===== src/rtl/ifetch.sv =====
// Instruction fetch: one outstanding word request, a single-entry instruction register and branch redirect.
// Optional IFETCH_ALIGN_TRAP_EN: misaligned branch targets trap into a sticky FAULT state with a fault port.
module ifetch #(
  parameter logic [31:0] RESET_VECTOR = 32'h0000_0000
) (
  input  logic        clk,
  input  logic        reset,
  output logic [31:0] i_addr,
  output logic        i_req,
  input  logic        i_ack,
  input  logic [31:0] i_rdata,
  output logic [31:0] ir,
  output logic [31:0] ir_pc4,
  output logic        ir_valid,
  input  logic        ir_ready,
  input  logic        br_taken,
  input  logic [31:0] br_target
`ifdef IFETCH_ALIGN_TRAP_EN
  ,
  output logic        fault
`endif
);

  typedef enum logic [1:0] {S_REQ, S_HOLD, S_KILL, S_FAULT} state_t;

  state_t      state_q, state_d;
  logic [31:0] pc_q, pc_d;
  logic [31:0] addr_q, addr_d;
  logic [31:0] ir_q, ir_d;
  logic [31:0] ir_pc4_q, ir_pc4_d;
  logic        ir_valid_q, ir_valid_d;
  logic [31:0] tgt;
  logic        trap;

  assign tgt = {br_target[31:2], 2'b00};

`ifdef IFETCH_ALIGN_TRAP_EN
  logic fault_q, fault_d;
  assign trap  = br_taken && (br_target[1:0] != 2'b00);
  assign fault = fault_q;
`else
  logic unused_tgt_lo;
  assign unused_tgt_lo = ^br_target[1:0];
  assign trap = 1'b0;
`endif

  always_comb begin
    state_d    = state_q;
    pc_d       = pc_q;
    addr_d     = addr_q;
    ir_d       = ir_q;
    ir_pc4_d   = ir_pc4_q;
    ir_valid_d = ir_valid_q;
`ifdef IFETCH_ALIGN_TRAP_EN
    fault_d    = fault_q;
`endif
    if (trap && state_q != S_FAULT) begin
      state_d    = S_FAULT;
      ir_valid_d = 1'b0;
`ifdef IFETCH_ALIGN_TRAP_EN
      fault_d    = 1'b1;
`endif
    end else begin
      case (state_q)
        S_REQ: begin
          if (br_taken) begin
            pc_d = tgt;
            // Unacked request must stay on the bus: remember its address and wait it out.
            if (!i_ack) begin
              addr_d  = pc_q;
              state_d = S_KILL;
            end
          end else if (i_ack) begin
            ir_d       = i_rdata;
            ir_pc4_d   = pc_q + 32'd4;
            pc_d       = pc_q + 32'd4;
            ir_valid_d = 1'b1;
            state_d    = S_HOLD;
          end
        end
        S_HOLD: begin
          if (br_taken) begin
            pc_d       = tgt;
            ir_valid_d = 1'b0;
            state_d    = S_REQ;
          end else if (ir_ready) begin
            ir_valid_d = 1'b0;
            state_d    = S_REQ;
          end
        end
        S_KILL: begin
          if (br_taken) pc_d = tgt;
          if (i_ack) state_d = S_REQ;
        end
        default: ;
      endcase
    end
  end

  always_ff @(posedge clk) begin
    if (reset) begin
      state_q    <= S_REQ;
      pc_q       <= RESET_VECTOR;
      addr_q     <= RESET_VECTOR;
      ir_q       <= '0;
      ir_pc4_q   <= '0;
      ir_valid_q <= 1'b0;
`ifdef IFETCH_ALIGN_TRAP_EN
      fault_q    <= 1'b0;
`endif
    end else begin
      state_q    <= state_d;
      pc_q       <= pc_d;
      addr_q     <= addr_d;
      ir_q       <= ir_d;
      ir_pc4_q   <= ir_pc4_d;
      ir_valid_q <= ir_valid_d;
`ifdef IFETCH_ALIGN_TRAP_EN
      fault_q    <= fault_d;
`endif
    end
  end

  assign i_req    = (state_q == S_REQ) || (state_q == S_KILL);
  assign i_addr   = (state_q == S_KILL) ? addr_q : pc_q;
  assign ir       = ir_q;
  assign ir_pc4   = ir_pc4_q;
  assign ir_valid = ir_valid_q;

endmodule


===== config.mk =====
export PLATFORM = sky130hd
export DESIGN_NAME = ifetch
export DESIGN_NICKNAME = d
export VERILOG_FILES = /design/src/rtl/ifetch.sv
export SDC_FILE = /design/constraint.sdc
export NUM_CORES = 1
export LEC_CHECK = 0
export ABC_AREA = 1
export CAP_MARGIN = 25
export CORE_MARGIN = 4
export CORE_UTILIZATION = 27
export DETAILED_ROUTE_END_ITERATION = 8
export PLACE_DENSITY = 0.53
export SLEW_MARGIN = 20
export SYNTH_ARGS = -nofsm -noshare
export SYNTH_HDL_FRONTEND = slang
export SYNTH_SLANG_ARGS = --single-unit

===== constraint.sdc =====
create_clock -name clk -period 4.95 [get_ports clk]
set_input_delay 0.495 -clock clk [delete_from_list [all_inputs] [get_ports clk]]
set_output_delay 0.495 -clock clk [all_outputs]
set_load 0.01 [all_outputs]

**Run 1: wiring by layer**

Bar = 50 um. Two of the layers only.
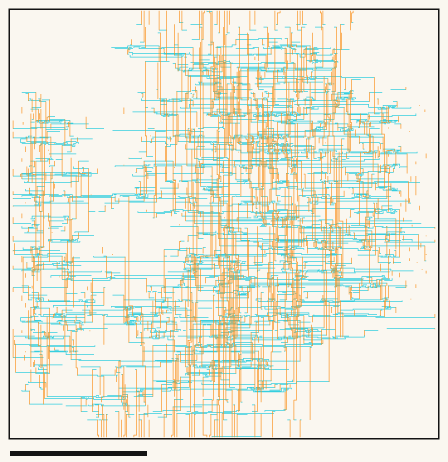
| colour | layer | wire length |
|---|---|---|
| cyan | metal 1 | 9100 um |
| orange | metal 2 | 8540 um |

**Run 1: metal 3**

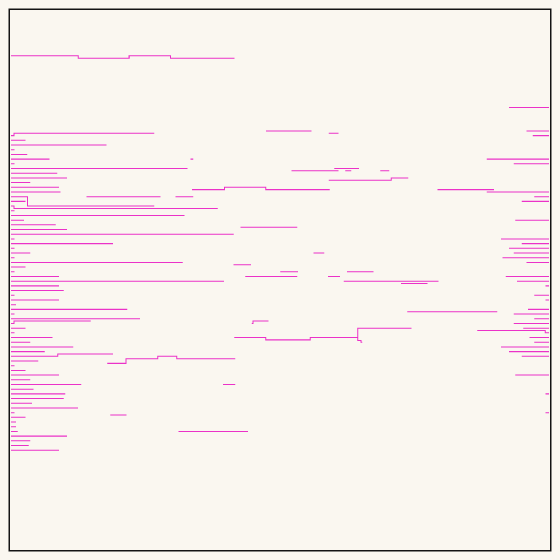
nets with wire on the layer: 119
main direction: horizontal
longest straight run: 64.2 um

==> impl_metrics.toml, run 1 <==
# synthesis and place-and-route metrics
[clock_tree]
count_of_h_tree_levels_built_during_cts = 4
postCtsHoldBufs = 0
cts_tree = "yes"

[place]
placed_area_um2 = 7780
pre_cts_slack_ns = 2.14

[final_timing]
max-slew-margin-rel_pct = 50.2
timing_max_transition_violations_final = 0
timing.final.ws_setup_ns = 1.92
rsz0062_at_grt = "no"

[layout]
number_of_buffers_outside_the_clock_class_in_the_layout = 170
area.sequential_um2 = 2500
fin_util_pct = 38.3
multi_input_comb_area_um2 = 2970
comb.multi_input.count = 610
area.share.combinational_pct = 35.7
finalInstanceArea_um2 = 8330
layout.non_clock_inverters = 65
post_layout_nonfiller_instances = 1278
fillCellCount = 2319

[power]
total_power_mw = 4.26
p_leak_nw = 3.48
p_per_area_nw_per_um2 = 511

[critical_path]
crit_start = "state_q[0]"
regToRegEndpoint = "state_q[0]"
r2r-start = "state_q[0]"

[floorplan]
die-height_um = 156
die_area_um2 = 24500
dieWidth_um = 156

[logic_synthesis]
post_synth_most_frequent_cells = "nand2_1 (168), o21ai_0 (143), nor2_1 (129)"
synthTopLogicFamily = "simple AND/OR/NAND/NOR gates"
ff_type = "dfxtp_1"
synth.lib_cells_used.distinct = 33

[run_status]
outcome = "finished, final reports clean"

[routing]
total_drc_errors_in_the_routed_layout = 0
route.antenna.remaining_nets = 0
first_pass_iters = 7
avgViaCountPerCell = 4.53

[grt]
track_usage_pct = 16.0
**Run 1: metal 2**

Bar = 50 um.
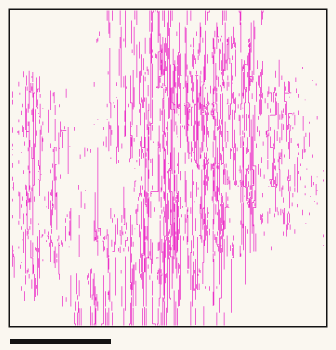
share of all routed wire: 44%
longest straight run: 59.2 um
wire length on this layer: 8540 um

**Run 1: clock nets**

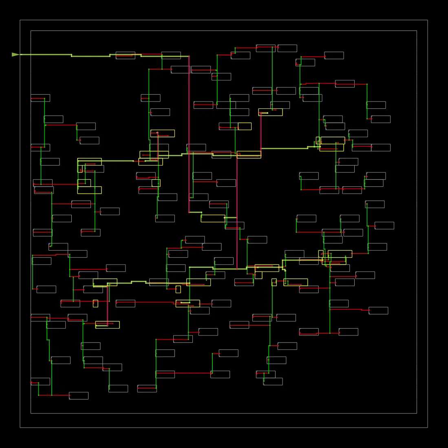
clock net sink count: 125
Clock buffer cells: 20
power of the clock network: 1.14 mW

-- run 1: where the power goes --
group | internal [mW] | switching, mW | total [mW]
registers | 1.26 | 0.219 | 1.48
clock network | 0.700 | 0.442 | 1.14
logic | 0.715 | 0.918 | 1.63
total | 2.68 | 1.58 | 4.26
-- run 1: logic make-up (layout without fill, tap and decap cells) --
family | count (synthesis) | after routing
other | 1 | 4
AOI/OAI and AO/OA | 249 | 249
and+or+nand+nor | 337 | 337
adders and majority gates | 5 | 5
xor gates and xnor gates | 15 | 15
DFF | 125 | 125
buffers and inverters | 120 | 263
-- run 1: flip-flops by register name (all words and copies together) (netlist names) --
register,count
addr_q,30
ir,32
ir_pc4,30
ir_valid,1
pc_q,30
state_q,2
-- run 1: per-layer routing --
metal	up-vias	wire, um	global-route usage [%]
met4	0	145	3.35
met2	162	8540	24.1
met3	13	1740	6.75
met1	2600	9100	21.4
li1	3012	-	-
met5	-	0	0
-- run 1: cells in the final DEF, fill, tap and decap left out, types with 4 or more instances in the layout --
cell type        count
nand3_1             16
nor2_1             126
nor2_4              10
conb_1               4
ha_1                 5
clkinv_2             5
nand2_2              4
clkdlybuf4s50_1    160
a21oi_1             77
o21ai_0            143
clkbuf_16           17
inv_1               62
o21bai_1            22
nand2_1            168
buf_4                6
and2_1               4
xor2_1              12
dfxtp_1            125
nor2_2               4
-- run 1: worst min path at each step --
stage / from / slack (ns) / cells after the start / end
after global placement: ir[21] / 0.49 / 2 / ir[21]
after detailed placement: ir[6] / 0.50 / 2 / ir[6]
after global routing: ir[15] / 0.53 / 2 / ir[15]
final: ir[15] / 0.51 / 2 / ir[15]
after floorplan: pc_q[2] / 0.46 / 1 / ir_pc4[2]
after CTS: ir[6] / 0.52 / 2 / ir[6]
==> run 1 -> run 2 <==
==> constraint.sdc (replaced) <==
create_clock -name clk -period 2.86 [get_ports clk]
set_input_delay 0.286 -clock clk [delete_from_list [all_inputs] [get_ports clk]]
set_output_delay 0.286 -clock clk [all_outputs]
set_load 0.01 [all_outputs]
**Run 2: metal 2**

Bar = 50 um.
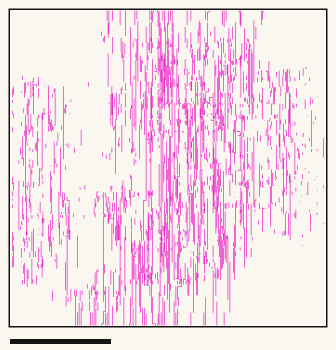
main direction: vertical
share of all routed wire: 43%
nets with wire on the layer: 800
longest straight run: 63.5 um
wire length on this layer: 8550 um

==> run 2 against run 1 <==
Effect of this change:
- register-to-register slack lost 1.8 ns
- critical path depth down 2
- worst setup slack worse by 1.6 ns
- combinational power increased by 74%
- wire length increased by 0.72%
- design area down 0.11%
- core utilization is essentially flat
- die area unchanged
- non-clock buffer count grew 2
- largest cell class unchanged
- highest routed layer unchanged
==> impl_metrics.toml, run 2 <==
# synthesis and place-and-route metrics
[run_status]
outcome = "finished, final reports clean"

[final_timing]
timing_max_transition_violations_final = 0
timing.final.ws_setup_ns = 0.352
max-slew-margin-rel_pct = 62.6

[grt]
grt.met1_usage_pct = 21.6
busiest_layer = "met2"
track_usage_pct = 16.1

[power]
power_frac_seq_pct = 34.9
power_clock_mw = 1.97
pwr-share-comb_pct = 38.4
top_power_group = "combinational cells"
p_leak_nw = 3.48
sequentialPower_mw = 2.57

[routing]
total_drc_errors_in_the_routed_layout = 0
first_pass_iters = 5

[critical_path]
regToRegEndpoint = "pc_q[13]"
r2r-start = "state_q[0]"

[logic_synthesis]
synth.lib_cells_used.distinct = 33
synthTopLogicFamily = "simple AND/OR/NAND/NOR gates"
post_synth_most_frequent_cells = "nand2_1 (168), o21ai_0 (143), nor2_1 (129)"

[layout]
most-common-layout-cells = "nand2_1 (168), clkdlybuf4s50_1 (160), o21ai_0 (143)"
fillCellCount = 2290
run 2: cell counts after synthesis:
No cell type changed its count.
run 2: worst max-delay path by stage:
stage / start / end / cells after the start
finish: state_q[0] / i_addr[19] / 5
global route: state_q[0] / i_addr[12] / 6
CTS: state_q[0] / i_addr[26] / 5
detailed placement: br_taken / pc_q[9] / 6
global placement: br_taken / pc_q[4] / 7
floorplan: state_q[0] / pc_q[26] / 10
run 2: cells by family (layout without fill, tap and decap cells):
family,Yosys count,in the layout
buffers and inverters,120,267
DFF,125,125
other,1,4
AOI/OAI and AO/OA,249,249
xor gates and xnor gates,15,15
adders and majority gates,5,5
and+or+nand+nor,337,337
run 2: per-stage QoR:
stage	instance area, um2	cells	hold slack (ns)	power (mW)	utilization [%]
2_1_floorplan	5960	855	0.355	4.04	-
3_3_place_gp	7780	1251	0.491	5.41	35.7
3_5_place_dp	7780	1251	0.500	5.43	35.7
4_1_cts	8300	1281	0.441	7.45	38.2
5_1_grt	8320	1282	0.453	7.91	38.2
6_report	8320	1282	0.459	7.37	38.2
run 2: cell type report:
type | count | area [um2] | share of cell area [%]
flip-flops and latches | 125 | 2500 | 30.1
clock buffers | 22 | 454 | 5.46
multi-input cells | 610 | 2970 | 35.7
inverters | 65 | 244 | 2.93
repair buffers | 172 | 1720 | 20.7
well taps | 280 | 350 | 4.21
clock inverters | 8 | 70.1 | 0.842
run 2: layer usage:
layer  vias to the layer above  routed length, um
met5                         -                  0
met4                         0                223
met3                        14               1720
met2                       168               8550
met1                      2643               9180
li1                       3010                  -
run 2: worst reg2reg max path, delay by kind of cell (launching register included):
family	cells	cell delay (ns)
flops	1	0.38
compound gates	3	0.38
fa+ha+maj	1	0.32
simple gates	1	0.08
buf+inv	4	0.73
No activity file was given, so power comes from the tool's default toggle rates.
